Figure 1. Sizing map.
Scale bar: 50 um.
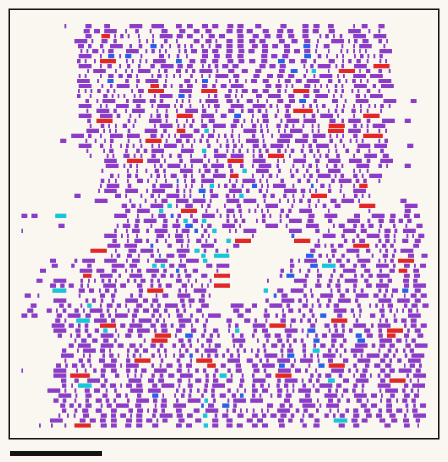
Figure 2. Clock nets.
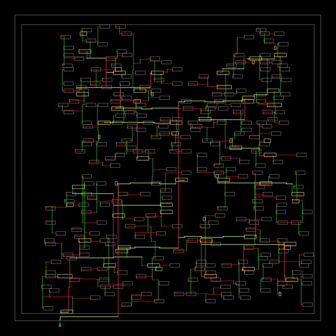
Figure 3. Clock wires, drivers and flops.
Scale bar: 50 um.
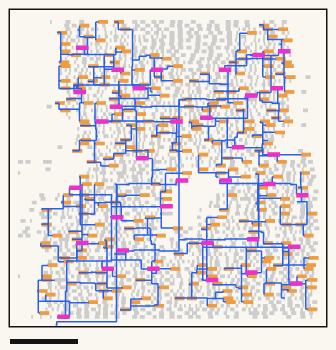
--- src/rtl/core_pipe_fetch_q.sv ---
// core_pipe_fetch_q - instruction fetch stage with pipelined memory requests.
//
// Issues MEM_BYTES-wide instruction memory requests (split grant/response,
// up to MAX_OUTSTANDING in flight), collects the returned halfwords in a
// BUF_BYTES parcel queue and presents the head instruction to decode.
// A control-flow change flushes the queue at once; responses still in
// flight for the old stream are counted in a discard counter and dropped.
//
// Optional feature macro: CORE_FETCH_RVC_EN
//   defined   - 16-bit compressed instructions are recognised and eaten.
//   undefined - 32-bit only; queue works in 4-byte units, cf_target[1]
//               is ignored, s2_eat_2 is ignored, s1_16bit is always 0.
//
// Ports:
//   g_clk, g_reset          clock, synchronous active-high reset
//   cf_valid/cf_ack/cf_target  control-flow change (cf_ack tied high)
//   imem_req/imem_addr/imem_gnt   request phase
//   imem_rsp/imem_err/imem_rdata  in-order response phase
//   s1_16bit/s1_32bit/s1_instr/s1_pc/s1_ferr  head instruction to decode
//   s2_eat_2/s2_eat_4       decode consumes 2 or 4 bytes
module core_pipe_fetch_q #(
  parameter int                XLEN             = 64,
  parameter logic [XLEN-1:0]   PC_RESET_ADDRESS = XLEN'(64'h8000_0000),
  parameter int                MEM_BYTES        = 8,
  parameter int                BUF_BYTES        = 16,
  parameter int                MAX_OUTSTANDING  = 2
) (
  input  logic                   g_clk,
  input  logic                   g_reset,
  input  logic                   cf_valid,
  output logic                   cf_ack,
  input  logic [XLEN-1:0]        cf_target,
  output logic                   imem_req,
  output logic [XLEN-1:0]        imem_addr,
  input  logic                   imem_gnt,
  input  logic                   imem_rsp,
  input  logic                   imem_err,
  input  logic [8*MEM_BYTES-1:0] imem_rdata,
  output logic                   s1_16bit,
  output logic                   s1_32bit,
  output logic [31:0]            s1_instr,
  output logic [XLEN-1:0]        s1_pc,
  output logic [1:0]             s1_ferr,
  input  logic                   s2_eat_2,
  input  logic                   s2_eat_4
);

  localparam int OW = $clog2(MEM_BYTES);   // byte offset bits within a fetch
  localparam int MH = MEM_BYTES / 2;       // halfwords per response
  localparam int NH = BUF_BYTES / 2;       // halfwords in the queue
  localparam int CW = $clog2(NH + 1);      // queue occupancy width

  // Without compressed support a target's bit 1 is forced low.
  function automatic logic [XLEN-1:0] fix_target(input logic [XLEN-1:0] t);
`ifdef CORE_FETCH_RVC_EN
    return t;
`else
    return t & ~XLEN'(2);
`endif
  endfunction

  localparam logic [XLEN-1:0] RST_FIX = fix_target(PC_RESET_ADDRESS);

  logic [XLEN-1:0]        pc_r, addr_r;
  logic [OW-1:0]          skip_r;
  logic [2:0]             out_r, disc_r;
  logic [CW-1:0]          cnt_r;              // occupancy in halfwords
  logic [NH-1:0][15:0]    hw_r;               // entries >= cnt_r are kept zero
  logic [NH-1:0]          err_r;

  logic [XLEN-1:0]        tgt_s;
  logic                   rsp_s, gnt_s, app_en_s;
  logic [2:0]             out_n_s;
  logic [15:0]            fill_s;
  logic [1:0]             eat_s;
  logic [CW-1:0]          base_s, app_cnt_s, cnt_n_s;
  logic [8*MEM_BYTES-1:0] rsp_sh_s;
  logic [NH*16-1:0]       hw_sh_s, app_data_s;
  logic [NH-1:0]          err_sh_s, app_mask_s;
  logic [NH-1:0][15:0]    hw_n_s;
  logic [NH-1:0]          err_n_s;

  assign cf_ack   = 1'b1;
  assign tgt_s    = fix_target(cf_target);
  // A response with nothing outstanding is spurious and ignored.
  assign rsp_s    = imem_rsp && (out_r != 3'd0);
  assign gnt_s    = imem_req && imem_gnt;
  assign app_en_s = rsp_s && (disc_r == 3'd0) && !cf_valid;
  assign out_n_s  = out_r + {2'b00, gnt_s} - {2'b00, rsp_s};

  // Space reserved for every live (non-discarded) response plus this one.
  assign fill_s   = 16'({cnt_r, 1'b0}) + 16'(out_r - disc_r) * 16'(MEM_BYTES)
                  + 16'(MEM_BYTES);
  assign imem_req = !g_reset && !cf_valid && (out_r < 3'(MAX_OUTSTANDING))
                  && (fill_s <= 16'(BUF_BYTES));
  assign imem_addr = addr_r;
  assign s1_pc     = pc_r;
  assign s1_instr  = {hw_r[1], hw_r[0]};
  assign s1_ferr   = err_r[1:0];

`ifdef CORE_FETCH_RVC_EN
  assign s1_16bit = (cnt_r >= CW'(1)) && (hw_r[0][1:0] != 2'b11);
  assign s1_32bit = (cnt_r >= CW'(2)) && (hw_r[0][1:0] == 2'b11);
`else
  logic unused_eat2_s;
  assign unused_eat2_s = s2_eat_2;
  assign s1_16bit = 1'b0;
  assign s1_32bit = (cnt_r >= CW'(2));
`endif

  // Halfwords removed from the head this cycle; a redirect overrides eats.
  always_comb begin
    eat_s = 2'd0;
    if (cf_valid) begin
      eat_s = 2'd0;
    end else if (s2_eat_4 && (cnt_r >= CW'(2))) begin
      eat_s = 2'd2;
`ifdef CORE_FETCH_RVC_EN
    end else if (s2_eat_2 && (cnt_r >= CW'(1))) begin
      eat_s = 2'd1;
`endif
    end else begin
      eat_s = 2'd0;
    end
  end

  // Drain shifts the queue down; the response (minus skipped leading bytes)
  // lands right after the surviving entries.
  assign hw_sh_s    = hw_r >> {eat_s, 4'd0};
  assign err_sh_s   = err_r >> eat_s;
  assign base_s     = cnt_r - CW'(eat_s);
  assign rsp_sh_s   = imem_rdata >> {skip_r, 3'b000};
  assign app_data_s = {{(NH*16-8*MEM_BYTES){1'b0}}, rsp_sh_s} << {base_s, 4'd0};
  assign app_cnt_s  = CW'(MH) - CW'(skip_r[OW-1:1]);
  assign app_mask_s = (NH'({MH{1'b1}}) >> skip_r[OW-1:1]) << base_s;

  // Next queue contents: flush on redirect, else drain and/or append.
  always_comb begin
    hw_n_s  = hw_sh_s;
    err_n_s = err_sh_s;
    cnt_n_s = base_s;
    if (cf_valid) begin
      hw_n_s  = {(NH*16){1'b0}};
      err_n_s = {NH{1'b0}};
      cnt_n_s = {CW{1'b0}};
    end else if (app_en_s) begin
      hw_n_s  = hw_sh_s | app_data_s;
      err_n_s = err_sh_s | (app_mask_s & {NH{imem_err}});
      cnt_n_s = base_s + app_cnt_s;
    end else begin
      hw_n_s  = hw_sh_s;
      err_n_s = err_sh_s;
      cnt_n_s = base_s;
    end
  end

  // State update: PC, fetch address, skip, in-flight counters and queue.
  always_ff @(posedge g_clk) begin
    if (g_reset) begin
      pc_r   <= PC_RESET_ADDRESS;
      addr_r <= PC_RESET_ADDRESS & ~XLEN'(MEM_BYTES - 1);
      skip_r <= RST_FIX[OW-1:0];
      out_r  <= 3'd0;
      disc_r <= 3'd0;
      cnt_r  <= {CW{1'b0}};
      hw_r   <= {(NH*16){1'b0}};
      err_r  <= {NH{1'b0}};
    end else begin
      out_r <= out_n_s;
      cnt_r <= cnt_n_s;
      hw_r  <= hw_n_s;
      err_r <= err_n_s;
      if (cf_valid) begin
        pc_r   <= tgt_s;
        addr_r <= tgt_s & ~XLEN'(MEM_BYTES - 1);
        skip_r <= tgt_s[OW-1:0];
        // Everything still in flight after this cycle belongs to the old
        // stream, including a request granted now; a response arriving now
        // is already consumed, whether or not it was itself stale.
        disc_r <= out_n_s;
      end else begin
        pc_r   <= pc_r + XLEN'({eat_s, 1'b0});
        addr_r <= gnt_s ? addr_r + XLEN'(MEM_BYTES) : addr_r;
        skip_r <= app_en_s ? {OW{1'b0}} : skip_r;
        disc_r <= (rsp_s && (disc_r != 3'd0)) ? disc_r - 3'd1 : disc_r;
      end
    end
  end

endmodule
--- config.mk ---
export PLATFORM = sky130hd
export DESIGN_NAME = core_pipe_fetch_q
export DESIGN_NICKNAME = d
export VERILOG_FILES = /design/src/rtl/core_pipe_fetch_q.sv
export SDC_FILE = /design/constraint.sdc
export NUM_CORES = 1
export LEC_CHECK = 0
export CELL_PAD_IN_SITES_DETAIL_PLACEMENT = 2
export CELL_PAD_IN_SITES_GLOBAL_PLACEMENT = 2
export CORE_MARGIN = 5
export CORE_UTILIZATION = 30
export CTS_CLUSTER_DIAMETER = 150
export DETAILED_ROUTE_END_ITERATION = 16
export PLACE_DENSITY = 0.84
export SYNTH_ARGS = -nofsm -noshare
export SYNTH_HDL_FRONTEND = slang
export SYNTH_SLANG_ARGS = --single-unit
export TNS_END_PERCENT = 5
--- constraint.sdc ---
create_clock -name g_clk -period 5.35 [get_ports g_clk]
set_input_delay 0.535 -clock g_clk [delete_from_list [all_inputs] [get_ports g_clk]]
set_output_delay 0.535 -clock g_clk [all_outputs]
set_load 0.005 [all_outputs]
==> ci_impl_report.md <==
## Synthesis and layout report

| Metric | Value |
|---|---|
| Fmax achieved | `226 MHz` |
| DP Worst Slack | `0.915 ns` |
| FP Core Util | `0.304` |
| CTS tree | `done` |
| Tool warnings | `36` |
| Synth top cell by count | `nand2_1` |
| Biggest area cells | `dfxtp_1 36%, nand2_1 11%, a31oi_1 5.0%, mux2i_1 4.8%, xnor2_1 3.6%` |
| Final tally of setup violations | `0` |
| Status | `completed` |
| Gr ovfl total | `0` |
| Buffer share of cell area | `0.160` |
| Most flops, register | `hw_r` |
| Worst flop-to-flop path endpoint | `disc_r[2]` |
| Vias | `15400` |
| Post-DP HPWL | `46100 um` |
| CP Data Arrival Time | `3.88 ns` |
| Flip-flops with a built-in enable | `0` |
| Commonest Layout Cell | `nand2_1` |
| Slew @ Worst Pin | `1.19 ns` |
| CP Capture Type | `primary output` |
| Die X | `233 um` |
| Logic share of the area | `0.441` |
| Die area | `0.0544 mm2` |
| Multi-input gates | `1439` |
| Final wirelength | `66500 um` |
| PwrDens | `331 mW/mm2` |
| CORE AREA | `0.0492 mm2` |
| Clk_lat worst skew | `0.55 ns` |
| Hold depth | `2` |
| N_diodes | `10` |
| Yosys Chip Area | `0.0149 mm2` |
| GPL Wtd Cong | `0.849` |
| Share of the synthesized area in the top cell type | `0.363` |
| Post-synth top area cell | `dfxtp_1` |
| Number of fill cells in the layout | `5495` |
| Max clock buf depth | `3` |
| Largest class | `logic gates` |
| Hold EP | `err_r[6]` |
| Pre-antenna DRT Iters | `5` |
| Initial antenna violation count | `6` |
| R2R Setup Slk | `1.11 ns` |
| Startpoint types | `flop` |
| Final Hold Vio Count | `0` |
| Post-DP Area | `0.0180 mm2` |
| Number of tapcells | `664` |
| CTS HTree Levels | `2` |
| Register area | `0.00543 mm2` |
| R2r startpoint | `out_r[0]` |
| Max-slew violations | `0` |
| Height of the die | `233 um` |
| Min Clock Period, post-route | `4.42 ns` |
| Port bufs | `293` |
| VDD IR-drop max | `0.167 mV` |
| Max_cap viols | `0` |
| Synth flops | `271` |
| Sequential fraction of the synthesis area | `0.363` |
| Routed Antenna Nets | `0` |
| Logic area | `0.00850 mm2` |
| I/O pins | `302` |
| Inverters | `52` |
-- Figure 1 (at the start) --
x3 and x4 -> cyan  # cells 34
x1 and smaller -> purple  # cells 2007
x2 -> blue  # cells 44
x6 and larger -> red  # cells 50
bufs w/o clock: 314
setup ws final: 0.934 ns
Final Instance Area: 0.0193 mm2
Area Overhead vs Synth: 29.0%

-- Figure 2 (at the start) --
clock group total power: 2.52 mW
CTS sink cnt: 271
skew final: 0.0191 ns
Seq cells: 271
clkbuf count: 52

-- Figure 3 (at the start) --
clock-net drivers -> magenta  # count 35
clock wires -> blue  # length 4720 um
flip-flops -> orange  # count 271
flops lie = spread over the die

## metal layers
layer,track usage,part of all wire,up-vias
met2,0.396,0.49,355
met5,0,0,-
met3,0.0406,0.045,110
li1,-,-,7125
met1,0.296,0.43,7855
met4,0.0875,0.034,0
## worst max-delay path by stage
stage | start | slack (ns) | to | cells after the start
after CTS | out_r[0] | 0.89 | imem_req | 13
final | out_r[0] | 0.93 | imem_req | 13
after global placement | cf_valid | 1.10 | hw_r[38] | 10
after global routing | out_r[0] | 0.71 | imem_req | 13
after detailed placement | cf_valid | 0.91 | hw_r[102] | 10
after floorplan | out_r[0] | 0.86 | disc_r[1] | 22
## worst max-delay path, cell delays in order (launching register included)
cell and delay, ns:
dfxtp_1 0.36, inv_1 0.07, ha_1 0.23, inv_1 0.07, fa_1 0.41, ha_1 0.29
ha_1 0.18, inv_1 0.06, fa_1 0.36, ha_1 0.29, nand4b_1 0.10, nor2_2 0.16
and3_1 0.18, clkdlybuf4s50_1 0.58
## report_power, final
| part | total (mW) | internal [mW] | switching (mW) |
|---|---|---|---|
| clock | 2.52 | 1.55 | 0.969 |
| sequential | 2.28 | 2.13 | 0.145 |
| combinational | 1.57 | 0.617 | 0.957 |
## stage by stage
step                hold WS, ns   util  instances  total power [mW]
floorplan                 0.437      -       1940              3.17
global placement          0.444  0.367       2740              3.77
detailed placement        0.458  0.367       2740              3.86
CTS                       0.467  0.391       2799              6.42
global route              0.492  0.392       2805              6.66
finish                    0.463  0.392       2809              6.37
## cells by family after synthesis
group,count (synthesis),synth area share
xor+xnor,93,0.0545
mux,80,0.0544
fa+ha+maj,24,0.0221
buf+inv,230,0.0708
other cells,2,0.000503
compound gates,425,0.181
flops,271,0.363
simple gates,811,0.253
Power figures rest on the tool's default switching activity, not on a simulated workload.
